## src/rtl/color_fader.sv

```systemverilog
// color_fader: ramps a 24-bit RGB colour toward a requested target one LSB
// per channel per step, pacing the ramp with the PWM mixer's end-of-period
// tick. When the target is reached, the colour is held for a fixed number of
// periods. Then done_o pulses and the block accepts a new target.
module color_fader #(
   parameter int unsigned STEP_PERIODS = 4,   // PWM periods per ramp step, 1..255
   parameter int unsigned HOLD_PERIODS = 64   // PWM periods held at target, 1..65535
) (
   input  logic        clk_i,
   input  logic        rst_i,
   input  logic        tick_i,
   input  logic [23:0] target_i,
   input  logic        target_valid_i,
   output logic        target_ready_o,
   input  logic        abort_i,
   output logic [23:0] color_o,
   output logic        busy_o,
   output logic        done_o
);

   typedef enum logic [1:0] {
      IDLE = 2'd0,
      FADE = 2'd1,
      HOLD = 2'd2
   } state_t;

   // The counters are compared against "last" values, so the comparison
   // stays inside the 8- and 16-bit counter widths.
   localparam logic [7:0]  STEP_LAST = 8'(STEP_PERIODS - 1);
   localparam logic [15:0] HOLD_LAST = 16'(HOLD_PERIODS - 1);

   state_t      state_q, state_d;
   logic [23:0] color_q, color_d;
   logic [23:0] target_q, target_d;
   logic [7:0]  step_cnt_q, step_cnt_d;
   logic [15:0] hold_cnt_q, hold_cnt_d;
   logic        done_q, done_d;
   logic [23:0] color_stepped;

   // Moves one 8-bit channel one LSB toward its target. It compares before
   // changing the value, so the channel cannot overshoot or wrap.
   function automatic logic [7:0] step_channel(input logic [7:0] cur,
                                               input logic [7:0] tgt);
      logic [7:0] res;
      res = cur;
      if (cur < tgt) begin
         res = cur + 8'd1;
      end else if (cur > tgt) begin
         res = cur - 8'd1;
      end
      return res;
   endfunction

   // Candidate colour for the next ramp step. Each channel is stepped independently.
   always_comb begin
      color_stepped = {step_channel(color_q[23:16], target_q[23:16]),
                       step_channel(color_q[15:8],  target_q[15:8]),
                       step_channel(color_q[7:0],   target_q[7:0])};
   end

   // Next-state logic: handshake, tick-paced ramp, hold countdown and abort.
   always_comb begin
      // NOTE: each variable driven here gets a default before any branch, so
      // no path leaves it unassigned and no latch is inferred.
      state_d    = state_q;
      color_d    = color_q;
      target_d   = target_q;
      step_cnt_d = step_cnt_q;
      hold_cnt_d = hold_cnt_q;
      done_d     = 1'b0;

      unique case (state_q)
         IDLE: begin
            // A tick in the acceptance cycle is ignored because the counters restart here.
            if (target_valid_i) begin
               target_d   = target_i;
               step_cnt_d = '0;
               hold_cnt_d = '0;
               state_d    = (target_i == color_q) ? HOLD : FADE;
            end
         end

         FADE: begin
            if (abort_i) begin
               // Abort takes priority over a coincident step tick, so the colour stays frozen.
               step_cnt_d = '0;
               hold_cnt_d = '0;
               state_d    = IDLE;
            end else if (tick_i) begin
               if (step_cnt_q == STEP_LAST) begin
                  step_cnt_d = '0;
                  color_d    = color_stepped;
                  if (color_stepped == target_q) begin
                     hold_cnt_d = '0;
                     state_d    = HOLD;
                  end
               end else begin
                  step_cnt_d = step_cnt_q + 8'd1;
               end
            end
         end

         HOLD: begin
            if (abort_i) begin
               // Abort on the final hold tick also wins, so done_o stays low.
               step_cnt_d = '0;
               hold_cnt_d = '0;
               state_d    = IDLE;
            end else if (tick_i) begin
               if (hold_cnt_q == HOLD_LAST) begin
                  hold_cnt_d = '0;
                  done_d     = 1'b1;
                  state_d    = IDLE;
               end else begin
                  hold_cnt_d = hold_cnt_q + 16'd1;
               end
            end
         end

         default: begin
            state_d = IDLE;
         end
      endcase
   end

   // State and datapath registers. Reset has priority over any handshake.
   always_ff @(posedge clk_i) begin
      // NOTE: registers use non-blocking assignments. Every flop then samples
      // pre-edge values, and the result does not depend on process order.
      if (rst_i) begin
         state_q    <= IDLE;
         color_q    <= '0;
         target_q   <= '0;
         step_cnt_q <= '0;
         hold_cnt_q <= '0;
         done_q     <= 1'b0;
      end else begin
         state_q    <= state_d;
         color_q    <= color_d;
         target_q   <= target_d;
         step_cnt_q <= step_cnt_d;
         hold_cnt_q <= hold_cnt_d;
         done_q     <= done_d;
      end
   end

   // Status outputs are decoded from the registered state.
   assign target_ready_o = (state_q == IDLE);
   assign busy_o         = (state_q != IDLE);
   assign color_o        = color_q;
   assign done_o         = done_q;

endmodule

```

## config.mk

```make
export PLATFORM = sky130hd
export DESIGN_NAME = color_fader
export DESIGN_NICKNAME = d
export VERILOG_FILES = /design/src/rtl/color_fader.sv
export SDC_FILE = /design/constraint.sdc
export NUM_CORES = 1
export LEC_CHECK = 0
export ABC_AREA = 1
export CAP_MARGIN = 30
export CORE_UTILIZATION = 35
export DETAILED_ROUTE_END_ITERATION = 8
export SETUP_SLACK_MARGIN = 0.05
export SYNTH_ARGS = -nofsm -noshare
export SYNTH_HDL_FRONTEND = slang
export SYNTH_SLANG_ARGS = --single-unit
```

## constraint.sdc

```tcl
create_clock -name clk_i -period 2.6 [get_ports clk_i]
set_input_delay 0.52 -clock clk_i [delete_from_list [all_inputs] [get_ports clk_i]]
set_output_delay 0.52 -clock clk_i [all_outputs]
set_load 0.005 [all_outputs]
```

Run 1, PDN straps and rails:
Pins as bars on the die edge. Tap cells in grey.
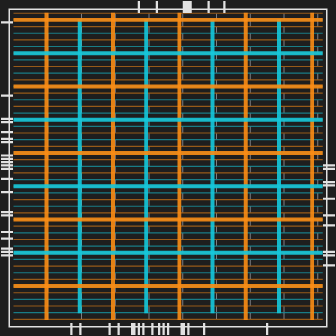
Cyan shows VDD. Orange shows VSS.
The core has 46 rows. 47 met1 rails follow the rows. 9 straps on met5. 9 straps on met4.

Run 1, cells coloured by class:
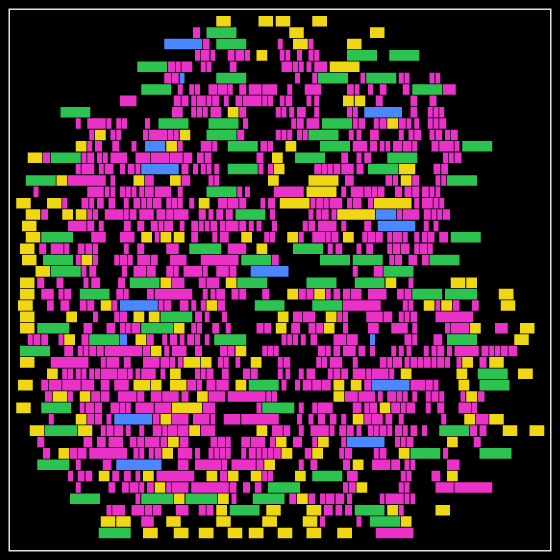
Blue shows clock drivers and dummy loads, cells 15. Green shows flops, cells 75. Magenta shows all other logic, cells 816. Yellow shows other buffers and delay cells, cells 166.

==> impl_metrics.env, run 1 <==
# source this file to load flow results
export IMPL_comb_cells=698
export IMPL_fp_util=0.3576
export IMPL_setup_viol=18
export IMPL_dp_cells=1246
export IMPL_clk_share=0.03624
export IMPL_num_io_pins=56
export IMPL_top_cells_by_area="dfxtp_1 27%, nand2_1 15%, nand3_1 10%"
export IMPL_cts_tree="yes"
export IMPL_synth_yosys_num_cells=917
export IMPL_p_comb_frac=0.570
export IMPL_min_period_ns=2.726
export IMPL_nNonClkInverters=118
export IMPL_ant_nets=0
export IMPL_fmax_mhz=366.9
export IMPL_hpwlAfterDp_mm=11.94
export IMPL_synthTopCellsByCount="230 x nand2_1, 115 x nand3_1, 110 x inv_1"
export IMPL_p_switching_mw=2.943
export IMPL_slew_headroom=0.6855
export IMPL_powerDensity_nw_per_um2=836.0
export IMPL_yosys_area_share_simple=0.3870
export IMPL_syn_to_final_growth_pct=43.97
export IMPL_top_logic_kind="simple AND/OR/NAND/NOR gates"
export IMPL_comb_area_frac=0.5050
export IMPL_edf_count=0
export IMPL_antenna_found_initial=0
export IMPL_critPathMaxFanout=6
export IMPL_setup_ws_ns=-0.1256
export IMPL_clock_root_buffer="clkbuf_16"
export IMPL_leakage_nw=3.771
export IMPL_ys_sh_mux=0
export IMPL_synth_warnings=0
export IMPL_htree_levels=3
export IMPL_synth_avg_cell_area_um2=6.173
export IMPL_failed_checks="negative setup slack"
export IMPL_drtIter0Drc=390
export IMPL_max_cap_viol_count=0
export IMPL_status="complete, but fails checks"
export IMPL_signal_buffers=166
export IMPL_critical_path_required_ns=2.88
export IMPL_intPower_mw=3.870
export IMPL_switching_share=0.4320
export IMPL_dieArea_um2=16680
export IMPL_die_w_um=129.2
export IMPL_clockPowerShare=0.190
export IMPL_gp_congestion=0.8856
export IMPL_drc=0
export IMPL_rows=46
export IMPL_dr_total_vias=6314
export IMPL_ys_seq_frac=0.2653
export IMPL_irDropWorstVdd_mv=0.3352
Run 1, clock network drawn from the DEF:
Bar = 50 µm.
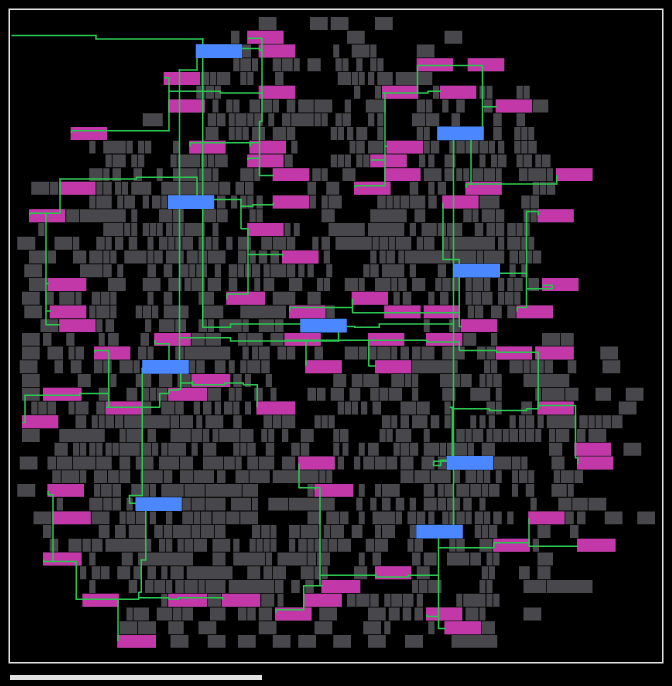
Magenta shows flip-flops, count 75. Blue shows cells driving clock nets, count 9. Green shows clock wires, length 1260 µm.
Position of the flops: widely spread. There are 10 routed clock nets.

run 1: power by group through the flow:
stage / Combinational (mW) / Clock, mW / Sequential, mW
3_5_place_dp: 3.08 / 0 / 1.64
3_3_place_gp: 3.05 / 0 / 1.64
5_1_grt: 4.31 / 1.37 / 1.68
6_report: 3.88 / 1.29 / 1.64
4_1_cts: 3.44 / 1.32 / 1.62
2_1_floorplan: 2.13 / 0 / 1.58
run 1: logic make-up (layout without fill, tap and decap cells):
group / after synthesis / after routing
and+or+nand+nor: 493 / 496
DFF: 75 / 75
buffers and inverters: 147 / 299
AOI/OAI and AO/OA: 146 / 146
adders and majority gates: 32 / 32
xor gates and xnor gates: 24 / 24
run 1: metrics by stage:
step / utilization / TNS (ns) / hold slack, ns / setup WS, ns
2_1_floorplan: - / 0 / 0.4516 / 0.2167
3_3_place_gp: 0.4449 / -3.402 / 0.4730 / -0.2339
3_5_place_dp: 0.4449 / -3.449 / 0.4761 / -0.2443
4_1_cts: 0.4868 / -0.4693 / 0.4759 / -0.06983
5_1_grt: 0.5149 / -4.576 / 0.5199 / -0.2750
6_report: 0.5149 / -1.726 / 0.4742 / -0.1256
run 1: path summary, 6_finish.rpt:
path | cells after the start | startpoint | end | slack, ns
worst max-delay path | 23 | target_q[13]$_SDFFE_PP0P_ | hold_cnt_q[14]$_SDFFE_PP0P_ | -0.13
worst min-delay path | 2 | hold_cnt_q[5]$_SDFFE_PP0P_ | hold_cnt_q[5]$_SDFFE_PP0P_ | 0.47
worst max register to register | 23 | target_q[13]$_SDFFE_PP0P_ | hold_cnt_q[14]$_SDFFE_PP0P_ | -0.13
worst min register to register | 2 | hold_cnt_q[5]$_SDFFE_PP0P_ | hold_cnt_q[5]$_SDFFE_PP0P_ | 0.47
run 1: flip-flops by register name (all words and copies together) (netlist names):
name / flops
state_q: 2
color_o: 24
target_q: 24
hold_cnt_q: 16
step_cnt_q: 8
done_o: 1
run 1: per-layer routing:
metal	up-vias	share of wire	GRT usage	wire length (µm)
li1	3317	-	-	-
met1	2849	0.49	0.2762	8376
met4	0	0.018	0.07682	306
met2	127	0.46	0.3416	7875
met3	21	0.031	0.02519	536
met5	-	0	0	0
run 1: critical path, cell delays in order, from the launching register on:
cell and delay [ns]:
dfxtp_2 0.34, inv_2 0.05, ha_4 0.25, a21oi_4 0.17, nor2_4 0.05, nor2_4 0.17, nand2_4 0.11, buf_4 0.14
nand2_1 0.08, nand2_1 0.08, nand2_1 0.08, nand2_1 0.07, nand2_1 0.07, nand2_2 0.07, nor2_2 0.10, nand3_1 0.09
nor2_1 0.12, nand2_2 0.11, nand2_8 0.13, buf_12 0.12, nand2_4 0.04, nand2_2 0.06, nand2_1 0.04, nor2_1 0.10
run 1: layout by cell type (no fill, tap or decap), drive strengths merged, types with 2 or more instances in the layout:
cell type      Yosys  final
nor4               6      6
nand3            116    116
a21o               2      2
dfxtp             75     75
xor2               6      6
a21oi             75     75
nor2              85     85
nand4             16     16
nor3              15     15
o211ai             7      7
nand2            238    241
clkbuf            18     15
clkinv             2      3
clkdlybuf4s50      0     55
ha                32     32
inv              116    116
nand3b             4      4
or2                9      9
xnor2             18     18
o21ai             58     58
nor3b              3      3
buf               11    109
==> inputs of run 2 (changes only) <==
Settings changed: ABC_CLOCK_PERIOD_IN_PS from default to 2600.
Run 2, cells coloured by class:
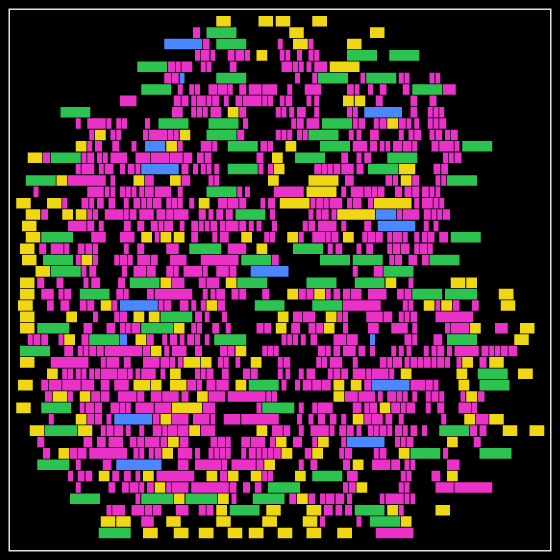
final core occ: 0.5149
post-route cell area: 8149 µm²
sequential cell area share: 0.1867
Rows: 46

Run 2, signal wires by layer:
Bar = 50 µm.
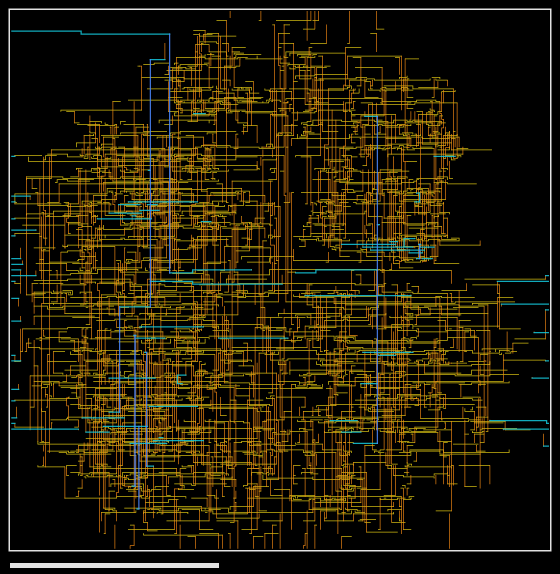
Blue shows met4, wire length 306 µm. Cyan shows met3, wire length 537 µm. Yellow shows met1, wire length 8380 µm. Orange shows met2, wire length 7880 µm.

==> impl_metrics.env, run 2 <==
# source this file to load flow results
export IMPL_irDropWorstVdd_mv=0.3352
export IMPL_setup_viol=18
export IMPL_gp_congestion=0.8856
export IMPL_crit_family="simple AND/OR/NAND/NOR gates"
export IMPL_ys_seq_frac=0.2653
export IMPL_syn_to_final_growth_pct=43.97
export IMPL_synth_yosys_num_cells=917
export IMPL_lay_top_cells="196 x nand2_1, 100 x inv_1, 100 x buf_4"
export IMPL_critPathMaxStageDelay_ns=0.34
export IMPL_synth_avg_cell_area_um2=6.173
export IMPL_critical_path_required_ns=2.88
export IMPL_failed_checks="negative setup slack"
export IMPL_cp_startpoint="target_q[13]$_SDFFE_PP0P_"
export IMPL_top_cells_by_area="dfxtp_1 27%, nand2_1 15%, nand3_1 10%"
export IMPL_fmax_mhz=366.9
export IMPL_intPower_mw=3.870
export IMPL_drtIter0Drc=390
export IMPL_die_w_um=129.2
export IMPL_switching_share=0.4320
export IMPL_dieArea_um2=16680
export IMPL_num_io_pins=56
export IMPL_status="complete, but fails checks"
export IMPL_setup_ws_ns=-0.1256
export IMPL_synth_warnings=0
export IMPL_critPathSlowestCell="dfxtp_2"
export IMPL_leakage_nw=3.771
export IMPL_slew_headroom=0.6855
export IMPL_clockPowerShare=0.190
export IMPL_edf_count=0
export IMPL_ff2ff_setup_slack_ns=-0.13
export IMPL_antenna_found_initial=0
Run 2, routing congestion:
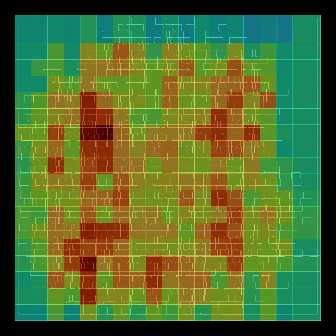
GR Util met2: 0.3416
most used routing layer in global routing: met2
drt wl/cell: 13.27 µm
met3 Use GR: 0.02519

==> run 2: power groups by stage <==
stage / combinational [mW] / sequential [mW] / clock (mW)
global placement: 3.05 / 1.64 / 0
detailed placement: 3.08 / 1.64 / 0
floorplan: 2.13 / 1.58 / 0
finish: 3.88 / 1.64 / 1.29
global route: 4.31 / 1.68 / 1.37
CTS: 3.44 / 1.62 / 1.32
==> run 2: worst reg2reg max path: stages (launching register included) <==
cell	delay (ns)
dfxtp_2	0.34
inv_2	0.05
ha_4	0.26
a21oi_4	0.17
nor2_4	0.05
nor2_4	0.17
nand2_4	0.11
buf_4	0.14
nand2_1	0.08
nand2_1	0.08
nand2_1	0.08
nand2_1	0.07
nand2_1	0.07
nand2_2	0.07
nor2_2	0.10
nand3_1	0.09
nor2_1	0.12
nand2_2	0.11
nand2_8	0.13
buf_12	0.13
nand2_4	0.05
nand2_2	0.06
nand2_1	0.04
nor2_1	0.10
==> run 2: path summary, 6_finish.rpt <==
kind	endpoint	depth (start not counted)
min	hold_cnt_q[5]$_SDFFE_PP0P_	2
max reg2reg	hold_cnt_q[14]$_SDFFE_PP0P_	23
max	hold_cnt_q[14]$_SDFFE_PP0P_	23
min reg2reg	hold_cnt_q[5]$_SDFFE_PP0P_	2
==> run 2: metal layers <==
metal	global-route usage	part of all wire
met5	0	0
met4	0.07682	0.018
met2	0.3416	0.46
met1	0.2762	0.49
met3	0.02519	0.031
==> run 2: cell type report <==
cell class,instances,area (µm²),share of cell area
multi-input cells,698,4115,0.5050
clock buffers,13,260.3,0.03194
clock inverters,2,35.03,0.004299
flip-flops and latches,75,1521,0.1867
well taps,216,270.3,0.03316
inverters,118,450.4,0.05527
repair buffers,166,1496,0.1836
==> run 2: repair_timing <==
item	CTS	global route
pin swaps	22	53
resized	61	81
gates cloned	2	5
setup buffers	12	9
hold endpoints to repair	0	0
setup endpoints to repair	18	18
==> run 2: through the flow <==
step,std cells,worst slack [ns],TNS [ns],total power [mW],util
after detailed placement,1246,-0.2443,-3.449,4.717,0.4449
final,1288,-0.1256,-1.726,6.813,0.5149
after global placement,1246,-0.2339,-3.402,4.686,0.4449
after CTS,1275,-0.06983,-0.4693,6.389,0.4868
after global routing,1288,-0.2750,-4.576,7.361,0.5149
after floorplan,917,0.2167,0,3.706,-
==> run 2: logic make-up (layout without fill, tap and decap cells) <==
| group | after synthesis | after routing | share of synthesized area |
|---|---|---|---|
| AND-OR/OR-AND | 146 | 146 | 0.1357 |
| XOR/XNOR | 24 | 24 | 0.03713 |
| adder cells (fa/ha/maj) | 32 | 32 | 0.07073 |
| buffers and inverters | 147 | 299 | 0.1041 |
| flip-flops | 75 | 75 | 0.2653 |
| AND/OR/NAND/NOR | 493 | 496 | 0.3870 |
Power and IR drop assume default switching activity.
